==> images/util_map.png <==
21 x 21 tiles, from black (low) to pale yellow (high), 0 to 100% covered.
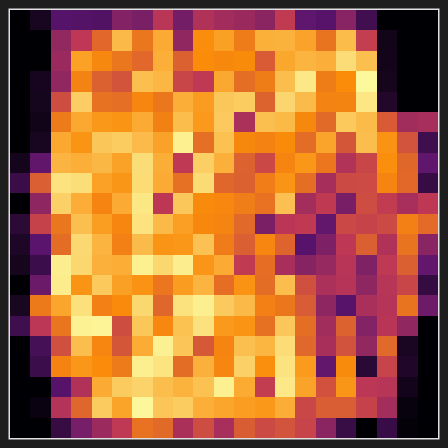
==> images/congestion_map.png <==
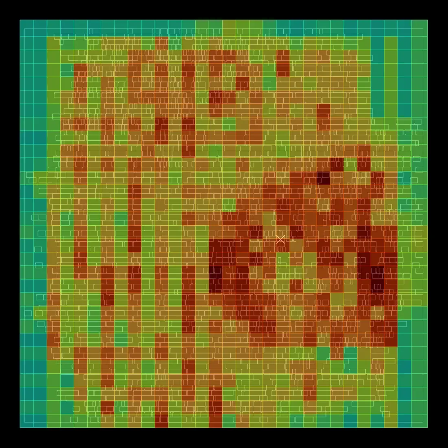
`src/rtl/ecc_enc_dec_q.sv`:
```
// ecc_enc_dec_q: queued extended-Hamming (SECDED) encode/decode engine behind an APB slave.
// Ports:
//   clk, rst            - single clock, asynchronous active-high reset
//   PADDR/PWDATA/PENABLE/PSEL/PWRITE/PRDATA - APB slave (no wait states)
//   data_out            - last result word, zero-extended
//   operation_done      - one-cycle pulse when data_out/num_of_errors update
//   num_of_errors       - 0 none, 1 corrected, 2 double detected
//   fifo_full           - command queue full
`timescale 1ns/1ps
module ecc_enc_dec_q #(
  parameter int unsigned DATA_WIDTH      = 32,
  parameter int unsigned AMBA_ADDR_WIDTH = 20,
  parameter int unsigned AMBA_WORD       = 32,
  parameter int unsigned FIFO_DEPTH      = 4
) (
  input  logic                       clk,
  input  logic                       rst,
  input  logic [AMBA_ADDR_WIDTH-1:0] PADDR,
  input  logic [AMBA_WORD-1:0]       PWDATA,
  input  logic                       PENABLE,
  input  logic                       PSEL,
  input  logic                       PWRITE,
  output logic [AMBA_WORD-1:0]       PRDATA,
  output logic [DATA_WIDTH-1:0]      data_out,
  output logic                       operation_done,
  output logic [1:0]                 num_of_errors,
  output logic                       fifo_full
);

  localparam int unsigned DW   = DATA_WIDTH;
  localparam int unsigned SW   = $clog2(DATA_WIDTH);
  localparam int unsigned AW   = $clog2(FIFO_DEPTH);
  localparam int unsigned CNTW = AW + 1;
  localparam int unsigned CW   = 16;

  typedef struct packed {
    logic [1:0]    op;
    logic [1:0]    wcode;
    logic [DW-1:0] data;
    logic [DW-1:0] noise;
  } cmd_t;

  typedef struct packed {
    logic [1:0]    err;
    logic [DW-1:0] data;
  } res_t;

  typedef enum logic [1:0] {S_IDLE = 2'd0, S_POP = 2'd1, S_EXEC = 2'd2} state_t;

  function automatic logic f_is_pow2(input int unsigned k);
    return ((k & (k - 1)) == 32'd0);
  endfunction

  // Data bit index stored at non-power-of-two position k (k >= 3).
  function automatic int unsigned f_didx(input int unsigned k);
    int unsigned np;
    np = 0;
    for (int unsigned i = 0; i < 6; i++)
      if ((32'd1 << i) <= k) np++;
    return k - np - 1;
  endfunction

  function automatic int unsigned f_width(input logic [1:0] code);
    int unsigned n;
    case (code)
      2'd0:    n = 8;
      2'd1:    n = 16;
      default: n = 32;
    endcase
    if (n > DW) n = DW;
    return n;
  endfunction

  function automatic logic [DW-1:0] f_encode(input logic [DW-1:0] d, input int unsigned n);
    logic [DW-1:0] cw;
    logic          par;
    cw = '0;
    for (int unsigned k = 3; k < DW; k++)
      if (k < n && !f_is_pow2(k)) cw[SW'(k)] = d[SW'(f_didx(k))];
    // Positions >= n are still zero, so check bits beyond n come out zero.
    for (int unsigned i = 0; i < SW; i++) begin
      par = 1'b0;
      for (int unsigned k = 1; k < DW; k++)
        if ((k & (32'd1 << i)) != 32'd0) par ^= cw[SW'(k)];
      cw[SW'(32'd1 << i)] = par;
    end
    cw[0] = ^cw;
    return cw;
  endfunction

  function automatic res_t f_decode(input logic [DW-1:0] cw, input int unsigned n);
    logic [DW-1:0] c;
    logic [SW-1:0] s;
    logic          p;
    res_t          r;
    c = '0;
    for (int unsigned k = 0; k < DW; k++)
      if (k < n) c[SW'(k)] = cw[SW'(k)];
    s = '0;
    for (int unsigned k = 1; k < DW; k++)
      if (c[SW'(k)]) s ^= SW'(k);
    p = ^c;
    // Odd parity means one error; syndrome 0 points at the parity bit itself.
    if (p) c[s] = ~c[s];
    r.data = '0;
    for (int unsigned k = 3; k < DW; k++)
      if (k < n && !f_is_pow2(k)) r.data[SW'(f_didx(k))] = c[SW'(k)];
    r.err = p ? 2'd1 : ((s != '0) ? 2'd2 : 2'd0);
    return r;
  endfunction

  function automatic res_t f_exec(input cmd_t c);
    res_t        r;
    int unsigned n;
    n = f_width(c.wcode);
    case (c.op)
      2'd1:    r = f_decode(c.data, n);
      2'd2:    r = f_decode(f_encode(c.data, n) ^ c.noise, n);
      default: begin
        r.data = f_encode(c.data, n);
        r.err  = 2'd0;
      end
    endcase
    return r;
  endfunction

  state_t                r_state, w_state_nxt;
  logic                  w_pop, w_busy;
  cmd_t                  r_fifo [FIFO_DEPTH];
  logic [AW-1:0]         r_wptr, r_rptr;
  logic [CNTW-1:0]       r_count, w_count_nxt;
  logic [1:0]            r_ctrl;
  logic [AMBA_WORD-1:0]  r_data_in, r_noise;
  logic [2:0]            r_cfg;
  logic                  r_ovf;
  logic [CW-1:0]         r_cnt_ops, r_cnt_corr, r_cnt_double;
  logic [DW-1:0]         r_data_out;
  logic                  r_done, r_full;
  logic [1:0]            r_noe;
  logic                  w_wr, w_push, w_full_now, w_push_ok, w_ovf_set;
  logic [2:0]            w_wsel;
  cmd_t                  w_cmd;
  res_t                  w_res;
  logic                  w_unused;

  assign w_wr        = PSEL & PENABLE & PWRITE;
  assign w_wsel      = PADDR[4:2];
  assign w_push      = w_wr && (w_wsel == 3'd0) && (PWDATA[1:0] != 2'd3);
  assign w_full_now  = (r_count == CNTW'(FIFO_DEPTH));
  assign w_push_ok   = w_push && (!w_full_now || w_pop);
  assign w_ovf_set   = w_push && w_full_now && !w_pop;
  assign w_count_nxt = r_count + CNTW'(w_push_ok) - CNTW'(w_pop);
  assign w_cmd       = '{op: PWDATA[1:0], wcode: r_cfg[1:0],
                         data: r_data_in[DW-1:0], noise: r_noise[DW-1:0]};
  assign w_res       = f_exec(r_fifo[r_rptr]);
  assign w_unused    = ^{PADDR[AMBA_ADDR_WIDTH-1:5], PADDR[1:0]};

  // Sequencer state register.
  always_ff @(posedge clk or posedge rst) begin
    if (rst) r_state <= S_IDLE;
    else     r_state <= w_state_nxt;
  end

  // Sequencer next state.
  always_comb begin
    w_state_nxt = r_state;
    case (r_state)
      S_IDLE:  if (r_count != '0 && !r_cfg[2]) w_state_nxt = S_POP;
      S_POP:   w_state_nxt = S_EXEC;
      S_EXEC:  w_state_nxt = S_IDLE;
      default: w_state_nxt = S_IDLE;
    endcase
  end

  // Sequencer decoded controls.
  always_comb begin
    w_pop  = 1'b0;
    w_busy = 1'b0;
    case (r_state)
      S_POP:   begin w_pop = 1'b1; w_busy = 1'b1; end
      S_EXEC:  w_busy = 1'b1;
      default: ;
    endcase
  end

  // Command queue storage; contents are don't-care outside the valid window.
  always_ff @(posedge clk) begin
    if (w_push_ok) r_fifo[r_wptr] <= w_cmd;
  end

  // Queue pointers, level and full flag.
  always_ff @(posedge clk or posedge rst) begin
    if (rst) begin
      r_wptr  <= '0;
      r_rptr  <= '0;
      r_count <= '0;
      r_full  <= 1'b0;
    end else begin
      if (w_push_ok) r_wptr <= r_wptr + AW'(1);
      if (w_pop)     r_rptr <= r_rptr + AW'(1);
      r_count <= w_count_nxt;
      r_full  <= (w_count_nxt == CNTW'(FIFO_DEPTH));
    end
  end

  // Software-visible registers and sticky overflow.
  always_ff @(posedge clk or posedge rst) begin
    if (rst) begin
      r_ctrl    <= '0;
      r_data_in <= '0;
      r_cfg     <= '0;
      r_noise   <= '0;
      r_ovf     <= 1'b0;
    end else begin
      if (w_wr) begin
        case (w_wsel)
          3'd0:    r_ctrl    <= PWDATA[1:0];
          3'd1:    r_data_in <= PWDATA;
          3'd2:    r_cfg     <= PWDATA[2:0];
          3'd3:    r_noise   <= PWDATA;
          default: ;
        endcase
      end
      if (w_wr && w_wsel == 3'd4) r_ovf <= 1'b0;
      else if (w_ovf_set)         r_ovf <= 1'b1;
    end
  end

  // Result is computed from the queue head while popping and registered at that edge.
  always_ff @(posedge clk or posedge rst) begin
    if (rst) begin
      r_data_out <= '0;
      r_noe      <= '0;
      r_done     <= 1'b0;
    end else begin
      r_done <= w_pop;
      if (w_pop) begin
        r_data_out <= w_res.data;
        r_noe      <= w_res.err;
      end
    end
  end

  // Saturating statistics; a write to a counter takes priority over an increment.
  always_ff @(posedge clk or posedge rst) begin
    if (rst) begin
      r_cnt_ops    <= '0;
      r_cnt_corr   <= '0;
      r_cnt_double <= '0;
    end else begin
      if (w_wr && w_wsel == 3'd5) r_cnt_ops <= '0;
      else if (w_pop && r_cnt_ops != '1) r_cnt_ops <= r_cnt_ops + CW'(1);
      if (w_wr && w_wsel == 3'd6) r_cnt_corr <= '0;
      else if (w_pop && w_res.err == 2'd1 && r_cnt_corr != '1) r_cnt_corr <= r_cnt_corr + CW'(1);
      if (w_wr && w_wsel == 3'd7) r_cnt_double <= '0;
      else if (w_pop && w_res.err == 2'd2 && r_cnt_double != '1) r_cnt_double <= r_cnt_double + CW'(1);
    end
  end

  // APB read mux.
  always_comb begin
    PRDATA = '0;
    if (PSEL && !PWRITE) begin
      case (PADDR[4:2])
        3'd0:    PRDATA = AMBA_WORD'(r_ctrl);
        3'd1:    PRDATA = r_data_in;
        3'd2:    PRDATA = AMBA_WORD'(r_cfg);
        3'd3:    PRDATA = r_noise;
        3'd4:    PRDATA = AMBA_WORD'({r_ovf, w_busy, 8'(r_count)});
        3'd5:    PRDATA = AMBA_WORD'(r_cnt_ops);
        3'd6:    PRDATA = AMBA_WORD'(r_cnt_corr);
        default: PRDATA = AMBA_WORD'(r_cnt_double);
      endcase
    end
  end

  assign data_out       = r_data_out;
  assign operation_done = r_done;
  assign num_of_errors  = r_noe;
  assign fifo_full      = r_full;

endmodule
```
`config.mk`:
```
export PLATFORM = sky130hd
export DESIGN_NAME = ecc_enc_dec_q
export DESIGN_NICKNAME = d
export VERILOG_FILES = /design/src/rtl/ecc_enc_dec_q.sv
export SDC_FILE = /design/constraint.sdc
export NUM_CORES = 1
export LEC_CHECK = 0
export ABC_CLOCK_PERIOD_IN_PS = 9800
export CAP_MARGIN = 0
export CORE_MARGIN = 2
export CORE_UTILIZATION = 55
export DETAILED_ROUTE_END_ITERATION = 6
export PLACE_DENSITY = 0.78
export SKIP_CTS_REPAIR_TIMING = 1
export SYNTH_ARGS = -nofsm -noshare
export SYNTH_HDL_FRONTEND = slang
export SYNTH_SLANG_ARGS = --single-unit
```
`constraint.sdc`:
```
create_clock -name clk -period 9.8 [get_ports clk]
set_input_delay 1.96 -clock clk [delete_from_list [all_inputs] [get_ports clk]]
set_output_delay 1.96 -clock clk [all_outputs]
set_load 0.01 [all_outputs]
```
==> notes.md <==
Flow results.

- The flow ran to the end, but the final reports show violations.
- The final reports fail on DRC.
- Per the CTS log, the maximum H-tree level is 2.
- Post-route period utilization is reported as 79.8%.
- For the worst setup path, the data arrival time is 8300 ps.
- The async set-or-reset flop fraction in the synthesized netlist is around 37%.
- The cell occurring most often along the worst timing path is sky130_fd_sc_hd__xnor2_1.
- The type of the worst setup path is reg -> reg.
- The capture endpoint of the worst hold path is data_out[31].
- The worst setup path is captured at a register.
- The number of enable-type register cells in the synthesized netlist is 272.
- After detailed routing, the number of remaining DRC violations is 5.
- Per the synthesis report, the simple-gate share of the synthesized area is 9.23%.
- The STA report counts the stages on the worst setup path as 14.
- OpenROAD emitted warnings numbering 51.
- The destination of the critical timing path is r_cnt_double[9].
- Counting distinct cell types in the post-synthesis netlist gives 73.
- Setup repair after global routing left no endpoint under its margin.
- The setup slack on the worst flop-to-flop path is 1980 ps.
- The number of nets at the end of the flow is 1927.
- TritonCTS built the clock tree.
- The global route stage reports its total congestion overflow as 0.
- The type of the most critical hold path is reg -> reg.
- From bottom edge to top edge, the die measures 208 um.
About util_map.png:
emptiest ninth of the die: lower right
nearly empty tiles: 8.4%
fullest tile: 99%
mean over tiles: 58%
densest ninth of the die: bottom center
final core utilization: 63.1%
area of the core region: 41000 um^2
starting density of the core: 56.1%

About congestion_map.png:
routed wire length per instance: 25.1 um
GR met1 Demand/Resource: 39.6%
busiest layer in global routing: met2

==> routing by layer <==
metal | vias up | wire [um]
met3 | 118 | 4940
li1 | 6845 | -
met1 | 7853 | 25100
met2 | 775 | 28300
met5 | - | 0
met4 | 0 | 2430
==> layout make-up <==
type                            instances  area, um^2
Fill cell                            2987       15100
Sequential cell                       435       12300
Multi-Input combinational cell       1206       10100
Timing Repair Buffer                  127        1220
Clock buffer                           61        1190
Tap cell                              532         666
Clock inverter                         21         277
Inverter                               40         155
